===== config.mk =====
export PLATFORM = sky130hd
export DESIGN_NAME = rib_rr_xbar_flat
export DESIGN_NICKNAME = d
export VERILOG_FILES = /design/src/rtl/rib_rr_xbar_if.sv /design/src/rtl/rib_rr_xbar.sv /design/src/flat_wrapper.sv
export SDC_FILE = /design/constraint.sdc
export NUM_CORES = 1
export LEC_CHECK = 0
export ABC_AREA = 1
export CORE_AREA = 2 2 460 462
export DETAILED_ROUTE_END_ITERATION = 7
export DIE_AREA = 0 0 462 464
export PLACE_DENSITY = 0.3
export SETUP_SLACK_MARGIN = 0.02
export SLEW_MARGIN = 20
export SYNTH_ARGS = -nofsm -noshare
export SYNTH_HDL_FRONTEND = slang
export SYNTH_SLANG_ARGS = --single-unit

===== constraint.sdc =====
create_clock -name clk -period 3.9 [get_ports clk]
set_input_delay 0.585 -clock clk [delete_from_list [all_inputs] [get_ports clk]]
set_output_delay 0.585 -clock clk [all_outputs]
set_load 0.02 [all_outputs]

===== src/rtl/rib_rr_xbar_if.sv =====
// Master/slave bundle of the RIB crossbar; the crossbar binds the master modport
// (it masters the slave side), the attached agents bind the slave modport.
interface rib_rr_xbar_if #(
  parameter int NUM_M = 4,
  parameter int NUM_S = 8,
  parameter int AW    = 32,
  parameter int DW    = 32
);
  logic [NUM_M-1:0]    m_req_i;
  logic [NUM_M-1:0]    m_we_i;
  logic [NUM_M*AW-1:0] m_addr_i;
  logic [NUM_M*DW-1:0] m_data_i;
  logic [NUM_M-1:0]    m_gnt_o;
  logic [NUM_M-1:0]    m_rvalid_o;
  logic [NUM_M*DW-1:0] m_data_o;
  logic [NUM_M-1:0]    m_err_o;
  logic [NUM_S-1:0]    s_req_o;
  logic [NUM_S-1:0]    s_we_o;
  logic [NUM_S*AW-1:0] s_addr_o;
  logic [NUM_S*DW-1:0] s_data_o;
  logic [NUM_S*DW-1:0] s_data_i;
  logic [NUM_S-1:0]    s_ack_i;

  modport master (
    input  m_req_i, m_we_i, m_addr_i, m_data_i, s_data_i, s_ack_i,
    output m_gnt_o, m_rvalid_o, m_data_o, m_err_o, s_req_o, s_we_o, s_addr_o, s_data_o
  );

  modport slave (
    output m_req_i, m_we_i, m_addr_i, m_data_i, s_data_i, s_ack_i,
    input  m_gnt_o, m_rvalid_o, m_data_o, m_err_o, s_req_o, s_we_o, s_addr_o, s_data_o
  );
endinterface


===== src/rtl/rib_rr_xbar.sv =====
// Round-robin NUM_M x NUM_S shared-path bus (fixed priority with RIB_FIXED_PRIO_EN); gnt at N+1,
// rvalid at N+2 plus slave wait states; masters hold their request until gnt, slaves stall via s_ack_i.
module rib_rr_xbar #(
  parameter int NUM_M = 4,
  parameter int NUM_S = 8,
  parameter int AW = 32,
  parameter int DW = 32,
  parameter int SEL_BITS = 4,
  parameter int TIMEOUT = 255,
  parameter logic [7:0] HOLD_MASK = 8'b0000_1101
) (
  input  logic clk,
  input  logic rst,
  rib_rr_xbar_if.master bus,
  output logic hold_flag_o
);
  localparam int MW = (NUM_M > 1) ? $clog2(NUM_M) : 1;
  localparam int SW = (NUM_S > 1) ? $clog2(NUM_S) : 1;
  localparam logic [NUM_M-1:0] HMASK = HOLD_MASK[NUM_M-1:0];

  typedef enum logic [1:0] {IDLE, ACCESS, RESP} state_t;

  state_t              state_q, state_d;
  logic [MW-1:0]       owner_q, owner_d;
  logic [AW-SEL_BITS-1:0] addr_q, addr_d;
  logic                we_q, we_d;
  logic [DW-1:0]       wdata_q, wdata_d;
  logic [DW-1:0]       rdata_q, rdata_d;
  logic [SW-1:0]       slv_q, slv_d;
  logic                dec_err_q, dec_err_d;
  logic                err_q, err_d;
  logic                gnt_q, gnt_d;
  logic [15:0]         cnt_q, cnt_d;
`ifndef RIB_FIXED_PRIO_EN
  logic [MW-1:0]       last_q, last_d;
`endif

  logic [MW-1:0]       win, cand;
  logic                found;
  logic [AW-1:0]       cand_addr;
  logic [SEL_BITS-1:0] cand_sel;

  always_comb begin
    win   = '0;
    cand  = '0;
    found = 1'b0;
`ifdef RIB_FIXED_PRIO_EN
    for (int i = 0; i < NUM_M; i++) begin
      cand = MW'(i);
      if (bus.m_req_i[cand]) begin
        win   = cand;
        found = 1'b1;
      end
    end
`else
    // Walk from farthest to nearest so the requester closest after last wins.
    for (int i = NUM_M; i >= 1; i--) begin
      cand = MW'((int'(last_q) + i) % NUM_M);
      if (bus.m_req_i[cand]) begin
        win   = cand;
        found = 1'b1;
      end
    end
`endif
  end

  assign cand_addr = bus.m_addr_i[int'(win)*AW +: AW];
  assign cand_sel  = cand_addr[AW-1 -: SEL_BITS];

  always_comb begin
    state_d   = state_q;
    owner_d   = owner_q;
    addr_d    = addr_q;
    we_d      = we_q;
    wdata_d   = wdata_q;
    rdata_d   = rdata_q;
    slv_d     = slv_q;
    dec_err_d = dec_err_q;
    err_d     = err_q;
    gnt_d     = 1'b0;
    cnt_d     = cnt_q;
`ifndef RIB_FIXED_PRIO_EN
    last_d    = last_q;
`endif
    unique case (state_q)
      IDLE: begin
        cnt_d = '0;
        if (found) begin
          owner_d   = win;
          addr_d    = cand_addr[AW-SEL_BITS-1:0];
          we_d      = bus.m_we_i[win];
          wdata_d   = bus.m_data_i[int'(win)*DW +: DW];
          slv_d     = SW'(cand_sel);
          dec_err_d = (int'(cand_sel) >= NUM_S);
          gnt_d     = 1'b1;
          state_d   = ACCESS;
        end
      end
      ACCESS: begin
        // A decode error spends its ACCESS cycle without touching any slave.
        if (dec_err_q) begin
          err_d   = 1'b1;
          rdata_d = '0;
          state_d = RESP;
        end else if (bus.s_ack_i[slv_q]) begin
          err_d   = 1'b0;
          rdata_d = we_q ? '0 : bus.s_data_i[int'(slv_q)*DW +: DW];
          state_d = RESP;
        end else if (cnt_q == 16'(TIMEOUT)) begin
          err_d   = 1'b1;
          rdata_d = '0;
          state_d = RESP;
        end else begin
          cnt_d = cnt_q + 16'd1;
        end
      end
      RESP: begin
        cnt_d   = '0;
        state_d = IDLE;
`ifndef RIB_FIXED_PRIO_EN
        last_d  = owner_q;
`endif
      end
      default: state_d = IDLE;
    endcase
  end

  always_ff @(posedge clk or posedge rst) begin
    if (rst) begin
      state_q   <= IDLE;
      owner_q   <= '0;
      addr_q    <= '0;
      we_q      <= 1'b0;
      wdata_q   <= '0;
      rdata_q   <= '0;
      slv_q     <= '0;
      dec_err_q <= 1'b0;
      err_q     <= 1'b0;
      gnt_q     <= 1'b0;
      cnt_q     <= '0;
`ifndef RIB_FIXED_PRIO_EN
      last_q    <= MW'(NUM_M - 1);
`endif
    end else begin
      state_q   <= state_d;
      owner_q   <= owner_d;
      addr_q    <= addr_d;
      we_q      <= we_d;
      wdata_q   <= wdata_d;
      rdata_q   <= rdata_d;
      slv_q     <= slv_d;
      dec_err_q <= dec_err_d;
      err_q     <= err_d;
      gnt_q     <= gnt_d;
      cnt_q     <= cnt_d;
`ifndef RIB_FIXED_PRIO_EN
      last_q    <= last_d;
`endif
    end
  end

  always_comb begin
    bus.m_gnt_o    = '0;
    bus.m_rvalid_o = '0;
    bus.m_data_o   = '0;
    bus.m_err_o    = '0;
    bus.s_req_o    = '0;
    bus.s_we_o     = '0;
    bus.s_addr_o   = '0;
    bus.s_data_o   = '0;
    bus.m_gnt_o[owner_q] = gnt_q;
    if (state_q == RESP) begin
      bus.m_rvalid_o[owner_q]                = 1'b1;
      bus.m_data_o[int'(owner_q)*DW +: DW]   = rdata_q;
      bus.m_err_o[owner_q]                   = err_q;
    end
    if (state_q == ACCESS && !dec_err_q) begin
      bus.s_req_o[slv_q]                     = 1'b1;
      bus.s_we_o[slv_q]                      = we_q;
      bus.s_addr_o[int'(slv_q)*AW +: AW]     = {{SEL_BITS{1'b0}}, addr_q};
      bus.s_data_o[int'(slv_q)*DW +: DW]     = wdata_q;
    end
  end

  assign hold_flag_o = (|(bus.m_req_i & HMASK)) | ((state_q != IDLE) & HMASK[owner_q]);
endmodule

===== src/flat_wrapper.sv =====
// flat-port wrapper written by rule: the top's interface ports become plain ports
module rib_rr_xbar_flat 
#(
  parameter int NUM_M = 4,
  parameter int NUM_S = 8,
  parameter int AW = 32,
  parameter int DW = 32,
  parameter int SEL_BITS = 4,
  parameter int TIMEOUT = 255,
  parameter logic [7:0] HOLD_MASK = 8'b0000_1101
)
  (clk, rst, hold_flag_o, bus_m_req_i, bus_m_we_i, bus_m_addr_i, bus_m_data_i, bus_s_data_i, bus_s_ack_i, bus_m_gnt_o, bus_m_rvalid_o, bus_m_data_o, bus_m_err_o, bus_s_req_o, bus_s_we_o, bus_s_addr_o, bus_s_data_o);
  rib_rr_xbar_if #(.NUM_M(NUM_M), .NUM_S(NUM_S), .AW(AW), .DW(DW)) bus_i ();
  input  logic clk;
  input  logic rst;
  output logic hold_flag_o;
  input wire logic [$bits(bus_i.m_req_i)-1:0] bus_m_req_i;
  input wire logic [$bits(bus_i.m_we_i)-1:0] bus_m_we_i;
  input wire logic [$bits(bus_i.m_addr_i)-1:0] bus_m_addr_i;
  input wire logic [$bits(bus_i.m_data_i)-1:0] bus_m_data_i;
  input wire logic [$bits(bus_i.s_data_i)-1:0] bus_s_data_i;
  input wire logic [$bits(bus_i.s_ack_i)-1:0] bus_s_ack_i;
  output wire logic [$bits(bus_i.m_gnt_o)-1:0] bus_m_gnt_o;
  output wire logic [$bits(bus_i.m_rvalid_o)-1:0] bus_m_rvalid_o;
  output wire logic [$bits(bus_i.m_data_o)-1:0] bus_m_data_o;
  output wire logic [$bits(bus_i.m_err_o)-1:0] bus_m_err_o;
  output wire logic [$bits(bus_i.s_req_o)-1:0] bus_s_req_o;
  output wire logic [$bits(bus_i.s_we_o)-1:0] bus_s_we_o;
  output wire logic [$bits(bus_i.s_addr_o)-1:0] bus_s_addr_o;
  output wire logic [$bits(bus_i.s_data_o)-1:0] bus_s_data_o;
  assign bus_i.m_req_i = bus_m_req_i;
  assign bus_i.m_we_i = bus_m_we_i;
  assign bus_i.m_addr_i = bus_m_addr_i;
  assign bus_i.m_data_i = bus_m_data_i;
  assign bus_i.s_data_i = bus_s_data_i;
  assign bus_i.s_ack_i = bus_s_ack_i;
  assign bus_m_gnt_o = bus_i.m_gnt_o;
  assign bus_m_rvalid_o = bus_i.m_rvalid_o;
  assign bus_m_data_o = bus_i.m_data_o;
  assign bus_m_err_o = bus_i.m_err_o;
  assign bus_s_req_o = bus_i.s_req_o;
  assign bus_s_we_o = bus_i.s_we_o;
  assign bus_s_addr_o = bus_i.s_addr_o;
  assign bus_s_data_o = bus_i.s_data_o;
  rib_rr_xbar #(.NUM_M(NUM_M), .NUM_S(NUM_S), .AW(AW), .DW(DW), .SEL_BITS(SEL_BITS), .TIMEOUT(TIMEOUT), .HOLD_MASK(HOLD_MASK)) u_core (.clk(clk), .rst(rst), .bus(bus_i), .hold_flag_o(hold_flag_o));
endmodule

==> images/wires.png <==
Only two layers are drawn.
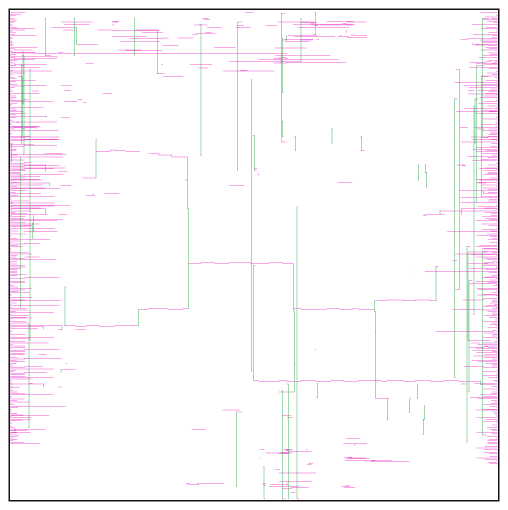
legend:
  green:
    layer: metal 4
    wire_length: 4810 um
  magenta:
    layer: metal 3
    wire_length: 11400 um

==> images/flops_by_reg.png <==
Scale bar: 100 um. Other sequential cells in the stronger gray, the rest of the logic in the fainter gray.
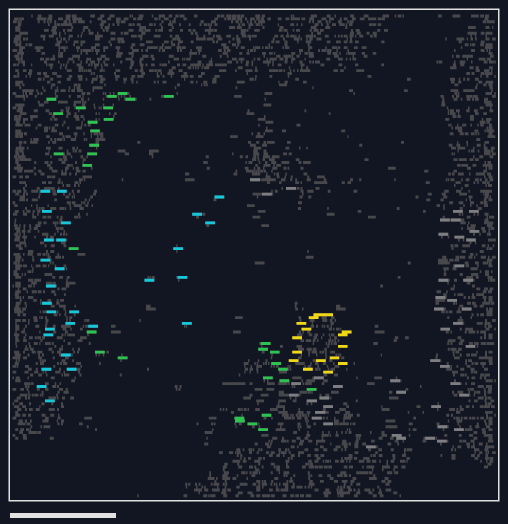
legend:
  green:
    signal: `u_core.wdata_q`
    flops: 32
  cyan:
    signal: `u_core.addr_q`
    flops: 28
    where: middle left
  yellow:
    signal: `u_core.cnt_q`
    flops: 16
not colored: 45
sequential power: 0.00245 W
Final Util: 14.9%

==> images/congestion.png <==
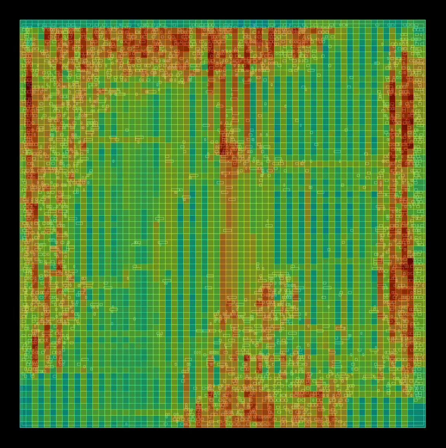
GR Layer Usage met1: 17.1%
GR met2 Demand/Resource: 31.2%
drt wl/cell: 27.7 um

==> flow_summary.ini <==
; generated from flow reports
[power_and_ir_drop]
intPower_w = 0.00672
vdd_drop_max_mv = 0.729
switching_share_pct = 66.2
power_leakage_nw = 14.7
p_per_area_mw_per_mm2 = 638
power.group.top = combinational logic
power_w = 0.0199
p_comb_w = 0.0155
combPwrFrac_pct = 78.2
p_switching_w = 0.0132
p_clk_share_pct = 9.5
p_clk_w = 0.00188

[worst_setup_path]
crit_chain = inv_2 -> ha_4 -> ha_1 -> clkinv_1 -> buf_4 -> nand4_1 -> buf_12 -> nor4_1 -> clkdlybuf4s50_1
crit_path_max_incr_delay_ns = 0.68
regToRegSetupSlack_ns = 0.83
regToRegEndpoint = u_core.slv_q[1]
crit_path_start_kind = flop
cp_top_family = buffers and inverters
worstPathRequired_ns = 3.31
crit_end = bus_s_addr_o[239]
r2r_cells = 13
r2r_start = u_core.last_q[0]
path_depth = 9
crit_path_top_delay_cell = clkdlybuf4s50_1
path_max_fanout = 59
crit_path_end_kind = output port
arrival_ns = 3.15
worstSetupPathType = flop to output port
crit_buf_inv = 5
startpoint = u_core.slv_q[0]

[synth]
synthAoiAreaFrac_pct = 6.53
synthMuxAreaShare_pct = 0
largest_area_cell = dfrtp_1
ys_types = 44
synthTopCellsByArea = dfrtp_1, nand2_1, nor3_1
ys_cells = 2572
synthSimpleGateAreaFrac_pct = 54.5
logic_family = simple AND/OR/NAND/NOR gates
avgSynthCellArea_um2 = 5.55
netlist.area_leader.share_pct = 20.9
netlist_area_mm2 = 0.0143
most_common_cell = nand2_1
synth-main-ff-cell = dfrtp_1
yosysChipArea_mm2 = 0.0143
synth_adder_area_share_pct = 1.14
edf_count = 0
yosys-top-cells-count = nand2_1, nor3_1, nand3_1, nor2_1, inv_1
synth_async_sr_flop_share_pct = 100
ys_ff = 121
syn-instance-count = 2572

[floorplanning]
rows = 168
dieHeight_um = 464
fp-utilization_pct = 6.82
taps = 2805
coreArea_mm2 = 0.209
dieArea_mm2 = 0.214
fp.dieW_um = 462

[grt]
antenna_found_initial = 46
grt_usage_pct = 16.1
overflow = 0
grt_max_degree = 78
grt_pass1_vias = 23501
grt_pass1_wl_um = 232000
use_met3_pct = 3.60
busiest_layer = met2

[cts]
cts-root-buf = clkbuf_16
ctsResizeCount = 91
clk_pin_slew_ns = 0.07
hold_buffers = 0
cts_sinks = 121
cts_tree = done
cts_setup_buffers = 0
cts_buffer_depth = 2
numCtsBuffers = 17
cts_htree_levels = 4
clk_latency_ns = 0.52

[detailed_routing]
drt_iter0_markers = 1395
drc = 0
dr.pass1.iters = 5
routed_wl_um = 180000
ant_nets = 0
met3_length_um = 11400
highest_layer = met5
wl_met1_um = 66600
wl_met2_um = 97200
via_per_inst = 3.52
num_vias = 22867

[sta]
hold_violations = 0
finalCriticalPeriod_ns = 3.74
post-route-period-util_pct = 95.8
worst_hold_slack_ns = 0.486
rsz0062_at_grt = no
clock_skew_ns = 0.0155
tightest_slew_ns = 0.931
drv_slew = 0
max_freq_mhz = 268
setup_violations = 0
setup-tns-final_ns = 0
worst_slack_ns = 0.164
slew_headroom_pct = 37.8

[placement]
place_inst = 6452
place.gp.congestion = 0.854
hpwlAfterDp_um = 150000
placed_area_mm2 = 0.0301
place_ws_ns = 0.123
portBuffers = 1166

[finish]
final_cells = 6502
sh_comb_area_pct = 29.9
lay_top_cells = clkdlybuf4s50_1, nand2_1, nor3_1
design.seq.count = 121
lay_top_count = clkdlybuf4s50_1
drive_above_1_share_pct = 8.07
n_all_buffers = 1308
areaGrowthSynthToFinish_pct = 118
num-clock-buffers = 18
antenna-diode-count = 15
combGateArea_mm2 = 0.00932
stdcell_area_mm2 = 0.0312
fill_cells = 24295
clkCellAreaFrac_pct = 1.98
register_area_mm2 = 0.00303
nets = 4212
sh_seq_area_pct = 9.74
largest_class = non-clock buffers
buffer_area_share_pct = 43.7
num-nonclk-inverters = 267

[run]
cap_viol_max_count = 0
openroad.warnings = 36

[min_path]
hp-class = flop to flop
hp-start = u_core.rdata_q[4]
hold_depth = 2
min_to = u_core.rdata_q[4]

[outcome]
outcome = finished clean
==> images/io_fan.png <==
Scale bar: 100 um.
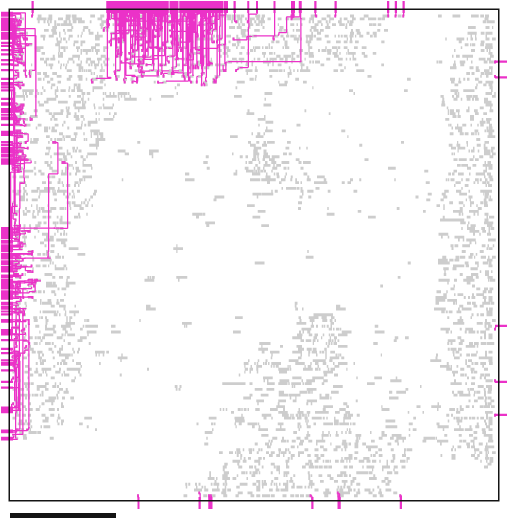
legend:
  magenta:
    port: `bus_s_addr_o`
    bits: 256
    direction: output
    end_cells: 256
    buffers: 225
    wire: 9120 um

==> images/layer_met1.png <==
Scale bar: 100 um. Supply wires on this layer in gray. Cells faint in the background.
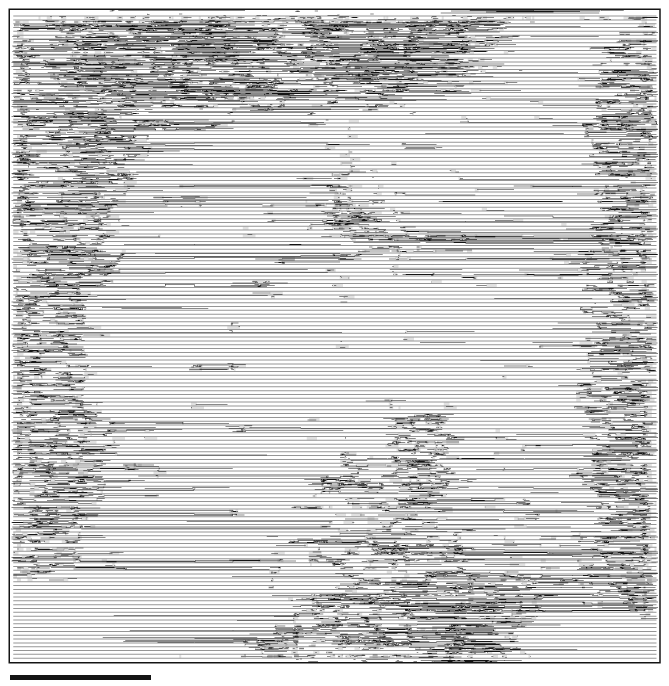
share of all routed wire: 37%
longest straight run: 208 um

Power is estimated from default activity; no workload was simulated.
